`src/rtl/ex_stage_md.sv`:
```
// Execute stage with operand forwarding, single-cycle ALU, iterative RV32M-style mul/div and EX/MEM register.
// ALU ops reach MEM one edge later; mul/div stalls upstream XLEN+1 cycles and feeds bubbles to MEM meanwhile.
module ex_stage_md #(
    parameter int XLEN = 32,
    parameter int RA_W = 5
) (
    input  logic            clk,
    input  logic            rst,
    input  logic            valid_e,
    input  logic            flush_e,
    input  logic            reg_write_e,
    input  logic            load_e,
    input  logic            store_e,
    input  logic [1:0]      result_src_e,
    input  logic [3:0]      alu_ctrl_e,
    input  logic            md_en_e,
    input  logic [2:0]      md_op_e,
    input  logic [XLEN-1:0] rd1_e,
    input  logic [XLEN-1:0] rd2_e,
    input  logic [XLEN-1:0] store_data_e,
    input  logic [RA_W-1:0] rd_e,
    input  logic [XLEN-1:0] pc_plus4_e,
    input  logic [XLEN-1:0] instr_e,
    input  logic [1:0]      fwd_a_e,
    input  logic [1:0]      fwd_b_e,
    input  logic [XLEN-1:0] result_w,
    output logic            stall_ex,
    output logic            md_busy,
    output logic            valid_m,
    output logic            reg_write_m,
    output logic            load_m,
    output logic            store_m,
    output logic [1:0]      result_src_m,
    output logic [RA_W-1:0] rd_m,
    output logic [XLEN-1:0] alu_result_m,
    output logic [XLEN-1:0] write_data_m,
    output logic [XLEN-1:0] pc_plus4_m,
    output logic [XLEN-1:0] instr_m,
    output logic [XLEN-1:0] result_e
);
    localparam int SH_W = $clog2(XLEN);
    localparam logic [SH_W-1:0] CNT_MAX = SH_W'(XLEN - 1);

    typedef enum logic [1:0] {IDLE, BUSY, DONE} state_t;
    state_t state, state_n;

    logic [XLEN-1:0] src_a, src_b;
    logic [SH_W-1:0] count;
    logic [XLEN-1:0] hi, lo, mcand;
    logic [2:0]      op_q;
    logic            neg_main_q, neg_rem_q;

    logic            h_reg_write, h_load, h_store;
    logic [1:0]      h_result_src;
    logic [RA_W-1:0] h_rd;
    logic [XLEN-1:0] h_store_data, h_pc_plus4, h_instr;

    always_comb begin
        case (fwd_a_e)
            2'b00:   src_a = rd1_e;
            2'b01:   src_a = result_w;
            2'b10:   src_a = alu_result_m;
            default: src_a = '0;
        endcase
        case (fwd_b_e)
            2'b00:   src_b = rd2_e;
            2'b01:   src_b = result_w;
            2'b10:   src_b = alu_result_m;
            default: src_b = '0;
        endcase
    end

    // 0 ADD, 1 SUB, 2 AND, 3 OR, 4 XOR, 5 SLT, 6 SLTU, 7 SLL, 8 SRL, 9 SRA, others pass src_b
    always_comb begin
        case (alu_ctrl_e)
            4'd0:    result_e = src_a + src_b;
            4'd1:    result_e = src_a - src_b;
            4'd2:    result_e = src_a & src_b;
            4'd3:    result_e = src_a | src_b;
            4'd4:    result_e = src_a ^ src_b;
            4'd5:    result_e = {{(XLEN-1){1'b0}}, $signed(src_a) < $signed(src_b)};
            4'd6:    result_e = {{(XLEN-1){1'b0}}, src_a < src_b};
            4'd7:    result_e = src_a << src_b[SH_W-1:0];
            4'd8:    result_e = src_a >> src_b[SH_W-1:0];
            4'd9:    result_e = $signed(src_a) >>> src_b[SH_W-1:0];
            default: result_e = src_b;
        endcase
    end

    logic            accept, a_sgn, b_sgn, a_neg, b_neg, neg_main;
    logic [XLEN-1:0] abs_a, abs_b;

    assign accept   = (state == IDLE) && valid_e && md_en_e && !flush_e;
    assign a_sgn    = md_op_e[2] ? !md_op_e[0] : (md_op_e[1:0] != 2'b11);
    assign b_sgn    = md_op_e[2] ? !md_op_e[0] : !md_op_e[1];
    assign a_neg    = a_sgn && src_a[XLEN-1];
    assign b_neg    = b_sgn && src_b[XLEN-1];
    assign abs_a    = a_neg ? -src_a : src_a;
    assign abs_b    = b_neg ? -src_b : src_b;
    // A zero divisor must yield an all-ones quotient regardless of dividend sign.
    assign neg_main = (a_neg ^ b_neg) && !(md_op_e[2] && (src_b == '0));

    logic [XLEN-1:0] mul_add;
    logic [XLEN:0]   mul_acc, div_sh, div_diff;
    logic            div_ge;

    assign mul_add  = lo[0] ? mcand : '0;
    assign mul_acc  = {1'b0, hi} + {1'b0, mul_add};
    assign div_sh   = {hi, lo[XLEN-1]};
    assign div_diff = div_sh - {1'b0, mcand};
    assign div_ge   = div_sh >= {1'b0, mcand};

    logic [2*XLEN-1:0] prod_fix;
    logic [XLEN-1:0]   md_result;

    always_comb begin
        prod_fix = neg_main_q ? -{hi, lo} : {hi, lo};
        case (op_q)
            3'b000:         md_result = prod_fix[XLEN-1:0];
            3'b100, 3'b101: md_result = neg_main_q ? -lo : lo;
            3'b110, 3'b111: md_result = neg_rem_q ? -hi : hi;
            default:        md_result = prod_fix[2*XLEN-1:XLEN];
        endcase
    end

    always_comb begin
        state_n = state;
        case (state)
            IDLE:    if (accept) state_n = BUSY;
            BUSY:    if (count == CNT_MAX) state_n = DONE;
            DONE:    state_n = IDLE;
            default: state_n = IDLE;
        endcase
        if (flush_e) state_n = IDLE;
    end

    assign stall_ex = !rst && !flush_e && (accept || (state == BUSY));
    assign md_busy  = (state != IDLE);

    always_ff @(posedge clk or posedge rst) begin
        if (rst) state <= IDLE;
        else     state <= state_n;
    end

    always_ff @(posedge clk or posedge rst) begin
        if (rst) begin
            count        <= '0;
            hi           <= '0;
            lo           <= '0;
            mcand        <= '0;
            op_q         <= '0;
            neg_main_q   <= 1'b0;
            neg_rem_q    <= 1'b0;
            h_reg_write  <= 1'b0;
            h_load       <= 1'b0;
            h_store      <= 1'b0;
            h_result_src <= '0;
            h_rd         <= '0;
            h_store_data <= '0;
            h_pc_plus4   <= '0;
            h_instr      <= '0;
        end else if (accept) begin
            count        <= '0;
            hi           <= '0;
            lo           <= md_op_e[2] ? abs_a : abs_b;
            mcand        <= md_op_e[2] ? abs_b : abs_a;
            op_q         <= md_op_e;
            neg_main_q   <= neg_main;
            neg_rem_q    <= a_neg;
            h_reg_write  <= reg_write_e;
            h_load       <= load_e;
            h_store      <= store_e;
            h_result_src <= result_src_e;
            h_rd         <= rd_e;
            h_store_data <= store_data_e;
            h_pc_plus4   <= pc_plus4_e;
            h_instr      <= instr_e;
        end else if (state == BUSY) begin
            count <= count + 1'b1;
            if (op_q[2]) begin
                hi <= div_ge ? div_diff[XLEN-1:0] : div_sh[XLEN-1:0];
                lo <= {lo[XLEN-2:0], div_ge};
            end else begin
                hi <= mul_acc[XLEN:1];
                lo <= {mul_acc[0], lo[XLEN-1:1]};
            end
        end
    end

    always_ff @(posedge clk or posedge rst) begin
        if (rst) begin
            valid_m      <= 1'b0;
            reg_write_m  <= 1'b0;
            load_m       <= 1'b0;
            store_m      <= 1'b0;
            result_src_m <= '0;
            rd_m         <= '0;
            alu_result_m <= '0;
            write_data_m <= '0;
            pc_plus4_m   <= '0;
            instr_m      <= '0;
        end else if ((state == DONE) && !flush_e) begin
            valid_m      <= 1'b1;
            reg_write_m  <= h_reg_write;
            load_m       <= h_load;
            store_m      <= h_store;
            result_src_m <= h_result_src;
            rd_m         <= h_rd;
            alu_result_m <= md_result;
            write_data_m <= h_store_data;
            pc_plus4_m   <= h_pc_plus4;
            instr_m      <= h_instr;
        end else if ((state == IDLE) && valid_e && !md_en_e && !flush_e) begin
            valid_m      <= 1'b1;
            reg_write_m  <= reg_write_e;
            load_m       <= load_e;
            store_m      <= store_e;
            result_src_m <= result_src_e;
            rd_m         <= rd_e;
            alu_result_m <= result_e;
            write_data_m <= store_data_e;
            pc_plus4_m   <= pc_plus4_e;
            instr_m      <= instr_e;
        end else begin
            valid_m     <= 1'b0;
            reg_write_m <= 1'b0;
            load_m      <= 1'b0;
            store_m     <= 1'b0;
        end
    end
endmodule

```
`config.mk`:
```
export PLATFORM = sky130hd
export DESIGN_NAME = ex_stage_md
export DESIGN_NICKNAME = d
export VERILOG_FILES = /design/src/rtl/ex_stage_md.sv
export SDC_FILE = /design/constraint.sdc
export NUM_CORES = 2
export LEC_CHECK = 0
export CELL_PAD_IN_SITES_DETAIL_PLACEMENT = 1
export CELL_PAD_IN_SITES_GLOBAL_PLACEMENT = 2
export CORE_ASPECT_RATIO = 1.5
export CORE_MARGIN = 1
export CORE_UTILIZATION = 30
export CTS_CLUSTER_DIAMETER = 200
export CTS_CLUSTER_SIZE = 8
export DETAILED_ROUTE_END_ITERATION = 7
export PLACE_DENSITY = 0.88
export SYNTH_ARGS = -nofsm -noshare
export SYNTH_HDL_FRONTEND = slang
export SYNTH_SLANG_ARGS = --single-unit
```
`constraint.sdc`:
```
create_clock -name clk -period 11 [get_ports clk]
set_input_delay 1.65 -clock clk [delete_from_list [all_inputs] [get_ports clk]]
set_output_delay 1.65 -clock clk [all_outputs]
set_load 0.05 [all_outputs]
```
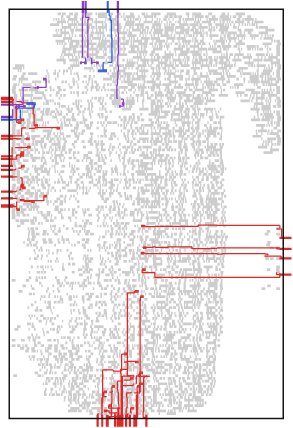
(images/port_nets.png)
Scale: 1 px per um.
legend:
  rd2_e:
    colour: red
    bits: 32
    direction: input
    edge: 14 south, 14 west, 4 east
    end_cells: 32
    buffers: 32
    wire: 1750 um
  rd_e:
    colour: purple
    bits: 5
    direction: input
    edge: 3 north, 2 west
    end_cells: 10
    buffers: 5
    wire: 306 um
  result_src_m:
    colour: blue
    bits: 2
    direction: output
    edge: 1 west, 1 north
    end_cells: 2
    buffers: 2
    wire: 116 um
IO Pins: 391
PortBufs: 390

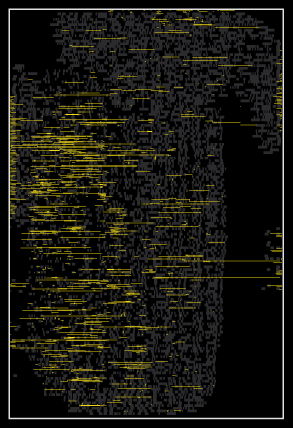
(images/met3.png)
Scale: 1 px per um. Cells faint in the background.
nets with wire on the layer: 539
share of all routed wire: 5.2%
main direction: horizontal
wire length on this layer: 8940 um
longest straight run: 125 um
met3 GRT Util: 4.28%
Detailed Route WL: 172000 um

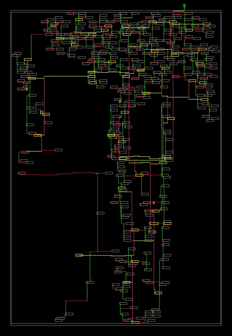
(images/final_clocks.png)
TritonCTS Buffers: 50
clkbuf count: 54
CTS Sinks: 353
flop count: 353
final setup skew: 0.0610 ns

==> impl_metrics.json <==
{
  "status": "complete, no violations",
  "ant_nets": 0,
  "postCtsHoldBufs": 0,
  "holdWs_ns": 0.469,
  "fp_util_pct": 30.3,
  "drv_slew": 0,
  "comb_cells": 3516,
  "pg_clk_mw": 1.46,
  "wl_met1_um": 65000,
  "drive_gt1_share_pct": 6.03,
  "synthAdderAreaFrac_pct": 6.59,
  "synthTopCellsByArea": "dfrtp_1, mux2i_1, nand2_1",
  "wl_met2_um": 83600,
  "clk_pin_slew_ns": 0.05,
  "antenna_cells": 16,
  "syn2layout_area_growth_pct": 20.7,
  "nWellTaps": 1425,
  "synth_seq_share_pct": 26.8,
  "die_x_um": 273,
  "clk_share_pct": 3.41,
  "syn_nets": 4720,
  "ys.flop_type": "dfrtp_1",
  "synth-edff-count": 0,
  "regToRegStartpoint": "alu_result_m[2]",
  "layout_top_cell": "nand2_1",
  "use_met2_pct": 51.2,
  "buffers": 497,
  "grt_usage_pct": 30.1,
  "hold_viol": 0,
  "top_area_share_pct": 26.8,
  "synthAoiAreaFrac_pct": 26.5,
  "nFillCells": 13150,
  "syn_area_per_cell_um2": 7.60,
  "grt_pass1_vias": 37593,
  "fin_cells": 6019,
  "worstPathArrival_ns": 7.88,
  "crit_buf_inv": 5,
  "mostFrequentLayoutCells": "nand2_1, nor2_1, clkdlybuf4s50_1",
  "crit_path_end": "result_e[0]",
  "comb-power_mw": 4.84,
  "largestClassByArea": "logic gates",
  "fin_total_pwr_mw": 8.36,
  "slowest_delay_ns": 0.93,
  "cts_buffer_depth": 3,
  "syn_inst": 4331,
  "path_cells": "buf_2, nor2b_4, buf_4, buf_4, nand2_1, o21ai_0, inv_1, ha_1, nand2_1, nor3_1, nand4_1, a31oi_1, or3_1, a21oi_1, nor2b_1, o211ai_1, nand2_1, clkdlybuf4s50_1",
  "place_area_mm2": 0.0383,
  "fp.dieH_um": 408,
  "yosysChipArea_mm2": 0.0329,
  "ctsResizeCount": 0,
  "ys_ff": 353,
  "fin_ws_ns": 1.47,
  "place_inst": 5946,
  "yosys_warnings": 0,
  "max_freq_ghz": 0.105,
  "leakagePower_nw": 16.9,
  "critPathMaxFanout": 13,
  "netlist_area_mm2": 0.0329,
  "synth-xor-area-share_pct": 5.64,
  "vias": 35873,
  "critPathRequiredTime_ns": 9.35,
  "combPwrFrac_pct": 57.9,
  "synth_top_cell_by_area": "dfrtp_1",
  "critical_path_class": "in2out",
  "cts_max_level": 2,
  "gp_congestion": 0.995,
  "register_area_mm2": 0.00884,
  "cap_violations": 0,
  "grt_overflow": 0,
  "crit_start": "fwd_b_e[0]",
  "r2r-end": "alu_result_m[31]",
  "sh_comb_area_pct": 56.5,
  "p_switching_mw": 4.16,
  "mux_share_pct": 8.58,
  "yosys.area_share.simple_pct": 20.3,
  "post_cts_buffers": 0,
  "p_int_mw": 4.21,
  "p_seq_mw": 2.06,
  "chipArea_mm2": 0.111,
  "drc": 0,
  "synthArstFlopShare_pct": 100,
  "power.share.sequential_pct": 24.7,
  "worstHoldPathCells": 2,
  "rrSetupSlack_ns": 5.52,
  "ys_types": 92,
  "busiest_layer": "met2",
  "start_kind": "input pin",
  "common_cells": "nand2_1, nor2_1, dfrtp_1",
  "rsz0062_at_grt": "false",
  "power.density_mw_per_mm2": 210
}
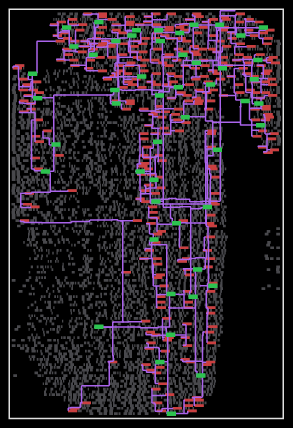
(images/clock_map.png)
Scale: 1 px per um.
legend:
  cells driving clock nets:
    colour: green
    count: 50
  flip-flops:
    colour: red
    count: 353
  clock wires:
    colour: purple
    length: 6640 um
routed clock nets: 51
clock power share: 17.5%
clk latency late pin: 0.67 ns

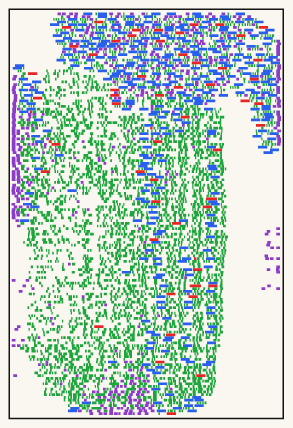
(images/cell_classes.png)
Scale: 1 px per um.
legend:
  clock drivers and dummy loads:
    colour: red
    cells: 57
    share_of_their_area: 3.6%
  other buffers and delay cells:
    colour: purple
    cells: 497
    share_of_their_area: 12%
  all other logic:
    colour: green
    cells: 3671
    share_of_their_area: 61%
  flip-flops:
    colour: blue
    cells: 353
    share_of_their_area: 23%
flop share of the area: 22.2%
Final Util: 36.6%
final instance area: 0.0397 mm2

Power figures rest on the tool's default switching activity, not on a simulated workload.
